===== config.mk =====
export PLATFORM = sky130hd
export DESIGN_NAME = oam_dma
export DESIGN_NICKNAME = d
export VERILOG_FILES = /design/src/rtl/nes_dma_pkg.sv /design/src/rtl/oam_dma.sv
export SDC_FILE = /design/constraint.sdc
export NUM_CORES = 1
export LEC_CHECK = 0
export ABC_AREA = 1
export CAP_MARGIN = 20
export CORE_ASPECT_RATIO = 1.4
export CORE_MARGIN = 4
export CORE_UTILIZATION = 41
export CTS_CLUSTER_SIZE = 12
export DETAILED_ROUTE_END_ITERATION = 7
export GPL_TIMING_DRIVEN = 0
export PLACE_DENSITY_LB_ADDON = 0.1
export SLEW_MARGIN = 20
export SYNTH_ARGS = -nofsm -noshare
export SYNTH_HDL_FRONTEND = slang
export SYNTH_SLANG_ARGS = --single-unit

===== constraint.sdc =====
create_clock -name clk -period 1.47 [get_ports clk]
set_input_delay 0.294 -clock clk [delete_from_list [all_inputs] [get_ports clk]]
set_output_delay 0.294 -clock clk [all_outputs]
set_load 0.02 [all_outputs]

===== src/rtl/nes_dma_pkg.sv =====
// Shared definitions for the NES sprite DMA engine: FSM state encoding and
// fixed transfer constants.
package nes_dma_pkg;

    typedef enum logic [2:0] {
        IDLE,
        HALT,
        ALIGN,
        READ,
        WRITE
    } dma_state_t;

    localparam logic [2:0]  OAMDATA_REG = 3'd4;
    localparam int unsigned DMA_LEN     = 256;

    // Byte index of the final transfer; the page never carries.
    localparam logic [7:0]  LAST_IDX    = 8'(DMA_LEN - 1);

endpackage : nes_dma_pkg


===== src/rtl/oam_dma.sv =====
// Sprite DMA ($4014): stalls the CPU and copies one 256-byte CPU page into
// OAM through PPU register 4, alternating one read and one write cycle.
module oam_dma
    import nes_dma_pkg::*;
(
    input  logic        clk,
    input  logic        reset,
    input  logic        dma_start,
    input  logic [7:0]  dma_page,
    input  logic        odd_cycle,
    output logic        cpu_rdy,
    output logic        dma_busy,
    output logic [15:0] mem_addr,
    output logic        mem_re,
    input  logic [7:0]  mem_data_in,
    output logic        ppu_reg_cs,
    output logic        ppu_reg_WE,
    output logic [2:0]  ppu_reg_addr,
    output logic [7:0]  ppu_data_out
);

    dma_state_t state, state_n;
    logic [7:0] page_q;
    logic       odd_q;
    logic [7:0] idx_q;

    logic       accept;
    logic       advance;

    // Starts are only honoured from IDLE, so a stray $4014 write mid-transfer
    // leaves the latched page and parity untouched.
    assign accept  = (state == IDLE) && dma_start;
    assign advance = (state == WRITE) && (idx_q != LAST_IDX);

    always_ff @(posedge clk or posedge reset) begin
        if (reset) begin
            state  <= IDLE;
            page_q <= '0;
            odd_q  <= 1'b0;
            idx_q  <= '0;
        end else begin
            state <= state_n;
            if (accept) begin
                page_q <= dma_page;
                odd_q  <= odd_cycle;
                idx_q  <= '0;
            end else if (advance) begin
                idx_q <= idx_q + 8'd1;
            end
        end
    end

    always_comb begin
        state_n = state;
        unique case (state)
            IDLE:  if (dma_start) state_n = HALT;
            HALT:  state_n = odd_q ? ALIGN : READ;
            ALIGN: state_n = READ;
            READ:  state_n = WRITE;
            WRITE: state_n = (idx_q == LAST_IDX) ? IDLE : READ;
            default: state_n = IDLE;
        endcase
    end

    // Outputs decode registered state only; the data path is the single
    // combinational pass-through, gated so idle cycles drive zero.
    always_comb begin
        cpu_rdy      = 1'b1;
        dma_busy     = 1'b0;
        mem_addr     = '0;
        mem_re       = 1'b0;
        ppu_reg_cs   = 1'b0;
        ppu_reg_WE   = 1'b0;
        ppu_reg_addr = '0;
        ppu_data_out = '0;
        if (state != IDLE) begin
            cpu_rdy  = 1'b0;
            dma_busy = 1'b1;
        end
        if (state == READ) begin
            mem_addr = {page_q, idx_q};
            mem_re   = 1'b1;
        end
        if (state == WRITE) begin
            ppu_reg_cs   = 1'b1;
            ppu_reg_WE   = 1'b1;
            ppu_reg_addr = OAMDATA_REG;
            ppu_data_out = mem_data_in;
        end
    end

endmodule : oam_dma


Figure 1. Wiring heat map.
11 x 14 tiles, from black (low) to pale yellow (high), scaled to the fullest tile. Values are wire area over tile area, all layers added.
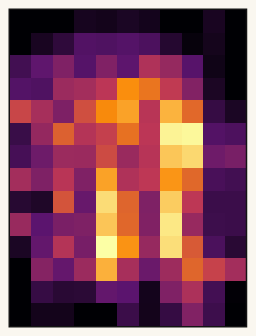
tiles over half the peak = 23%
fullest tile = 0.50
nearly empty tiles = 12%

==> flow_summary.toml <==
# flow metrics
[clock_tree]
cts_root_buf = "sky130_fd_sc_hd__clkbuf_4"
cts_tree = "done"
clk_path_buf_depth = 2
clk_latency_ns = 0.30
cts.hold.buffers_added = 0
cts_num_sinks = 20
worst_setup_hold_path_clk_slew_ns = 0.10
tritoncts.num_buffers = 3
deepest_level_of_the_cts_h_tree = 1

[power_and_ir_drop]
power_frac_clock = 0.067
power_frac_seq = 0.221
p_switching_mw = 1.71
totalPowerFinal_mw = 3.81
p_comb_frac = 0.712
power-per-cell-area_nw_per_um2 = 1710
power.share.switching = 0.449
static-leakage-power_nw = 1.05
vdd_ir_drop_max_v = 0.00125
p_int_mw = 2.10

[die]
initial_utilization = 0.440
die-width_um = 53.5
core-area_um2 = 2700
die-height_um = 71.6
ioPinCount = 52
fp-row-count = 22
floorplan.die_area_um2 = 3830

[critical_path]
timing.setup.critical_path_class = "reg -> out"
crit_start = "state[1]"
delay_of_the_slowest_critical_path_stage_ns = 0.42
crit_path_frequent_cell = "sky130_fd_sc_hd__nor2_4"
timing.critical_path.to_type = "primary output"
critical_path_cell_list = "buf_4 > nor2_4 > nand2_8 > buf_8 > nor2_4 > buf_6"
worst-path-buf-inv = 3
crit_path_max_fanout = 6
rr_startpoint = "state[1]"
crit_slowest_cell = "sky130_fd_sc_hd__dfrtp_1"
reg2reg_slack_ns = -0.23
crit_arrival_ns = 1.51
critical_path.startpoint_type = "flop"
crit_family = "buffers and inverters"
cp.required_ns = 1.18

[synth]
syn-cell-area_um2 = 1190
yosys_cells = 162
postSynthCellCount = 162
ys_ff = 20
yosys_warnings = 0
avgSynthCellArea_um2 = 7.32
yosysChipArea_um2 = 1190
sequential_to_total_area_share_from_yosys_stat = 0.422
synth.distinct_cells = 23

[cells_and_area]
finalNetCount = 259
area.sequential_um2 = 502
post_route_cells_drive_above_1_share = 0.466
antenna_cells_inserted = 0
mi_logic_area_um2 = 723
final.fill_count = 163
synthToLayoutAreaGrowth_pct = 88.4

[sta]
final.period_utilization = 1.23
maxSlewViolCount = 0
finalClockSkew_ns = 0.00462
fmax_mhz = 553
min_cycle_time_layout_ns = 1.81
final.setup.worst_slack_ns = -0.337
final_hold_vio_count = 0
worst-slew-pin-transition_ns = 0.757
worst_slew_margin_rel = 0.494
setup_viol_count_final = 47
rsz_0062_raised_after_global_routing = "yes"

[grt]
initial_antenna_violation_count = 0
grt_util_met3 = 0.0249
grt_use_met1 = 0.221
overflow = 0
first_global_vias = 1298
met2_usage = 0.382
grt_use_total = 0.201
busiest_layer = "met2"
grt_first_pass_wirelength_mm = 5.81
largest_net_degree_at_the_start_of_global_routing = 21

[place]
globalplace.congestion = 0.882
placement.io_buffers = 49
hpwl_mm = 2.41
dpl_worst_slack_ns = -0.506

[route]
total_number_of_vias = 1328
vias_per_cell = 4.88
ant_nets = 0
route.final.wire_length_mm = 4.09
drtIter0Drc = 24
firstDrtPassIters = 4
post_drt_wl_per_cell_um = 15.0
remaining_drc_errors = 0

[job]
log.warning_count = 29
maxCapViolCount = 0

[worst_hold_path]
worst_hold_path_type = "in -> async"

[status]
status = "complete, but fails checks"
failed_checks = "negative setup slack"
Figure 2. Gate-type map.
The bar under the picture is 20 um long.
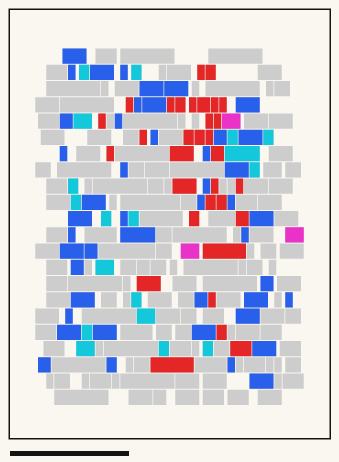
magenta -> XOR/XNOR gates  # cells 3
red -> NAND gates  # cells 32
blue -> NOR gates  # cells 46
cyan -> inverting AOI/OAI gates  # cells 18
dominant logic cell type in the layout: sky130_fd_sc_hd__buf_6
number of cells in the finished layout apart from fillers: 272

[metal layers]
| layer | vias up | share of wire |
|---|---|---|
| met5 | - | 0 |
| met4 | 0 | 0.038 |
| met3 | 17 | 0.047 |
| met2 | 51 | 0.55 |
| met1 | 628 | 0.37 |
| li1 | 632 | - |
[power by group through the flow]
stage	logic [mW]	clock network, mW	registers, mW
after global placement	1.57	0	0.850
after detailed placement	1.61	0	0.861
after floorplan	1.02	0	0.835
final	2.72	0.255	0.844
after global routing	2.89	0.286	0.862
after CTS	2.20	0.261	0.842
[final timing paths]
check                           depth (start not counted)              end
worst min register to register                          2        page_q[7]
worst max register to register                         11         idx_q[0]
min in group clk                                        2        page_q[7]
max in group asynchronous                               2         state[2]
worst max-delay path                                    6  ppu_data_out[0]
worst min-delay path                                    2         state[0]
[cell usage in the layout (no fill, tap or decap), types with 3 or more instances in the layout]
cell	instances
sky130_fd_sc_hd__a21oi_2	3
sky130_fd_sc_hd__buf_6	34
sky130_fd_sc_hd__nand2_4	3
sky130_fd_sc_hd__inv_2	4
sky130_fd_sc_hd__nor2_4	20
sky130_fd_sc_hd__o21ai_1	4
sky130_fd_sc_hd__dfrtp_1	19
sky130_fd_sc_hd__nand2_1	15
sky130_fd_sc_hd__nor2_1	17
sky130_fd_sc_hd__buf_4	19
sky130_fd_sc_hd__a21oi_1	7
sky130_fd_sc_hd__clkdlybuf4s50_1	19
sky130_fd_sc_hd__inv_1	26
sky130_fd_sc_hd__nand3_1	8
sky130_fd_sc_hd__xor2_1	3
sky130_fd_sc_hd__clkbuf_4	3
sky130_fd_sc_hd__buf_8	3
sky130_fd_sc_hd__nor2_2	7
[sequential cells by signal (all words and copies together) (netlist names)]
register  count
idx_q         8
page_q        8
odd_q         1
state         3
[per-stage QoR]
stage	instances	area [um2]	TNS, ns	util	hold slack (ns)
floorplan	163	1220	-0.535	-	0.258
global placement	248	1760	-9.99	0.651	0.495
detailed placement	248	1760	-10.71	0.651	0.513
CTS	265	2000	-7.37	0.742	0.442
global route	272	2230	-14.58	0.828	0.485
finish	272	2230	-11.02	0.828	0.419
[kinds of logic after synthesis]
family                     synth area share
AOI/OAI and AO/OA                    0.0854
buffers and inverters                 0.158
DFF                                   0.422
and+or+nand+nor                       0.299
adders and majority gates            0.0105
xor gates and xnor gates             0.0222
other                               0.00316
[cells in the mapped netlist, drive strengths merged]
master / n / share of area
nand4: 1 / 0.0053
o21a: 1 / 0.0063
nor3: 2 / 0.013
nand3: 9 / 0.038
ha: 1 / 0.011
nand2: 22 / 0.089
dfrtp: 20 / 0.42
conb: 1 / 0.0032
inv: 33 / 0.10
nor2: 44 / 0.15
buf: 7 / 0.054
xor2: 3 / 0.022
a21oi: 11 / 0.050
o21ai: 7 / 0.030
[timing repair]
| action | CTS | global route |
|---|---|---|
| endpoints found under the setup margin | 30 | 48 |
| gates cloned | 1 | 1 |
| pin swaps | 9 | 10 |
| resized | 194 | 51 |
| buffers inserted | 13 | 11 |
[layout make-up]
cell class                      count  area share
Timing Repair Buffer               70       0.326
Tap cell                           36      0.0202
Inverter                           33      0.0599
Sequential cell                    20       0.225
Buffer                              7      0.0353
Clock buffer                        3      0.0101
Multi-Input combinational cell    103       0.324
No activity file was given, so power comes from the tool's default toggle rates.
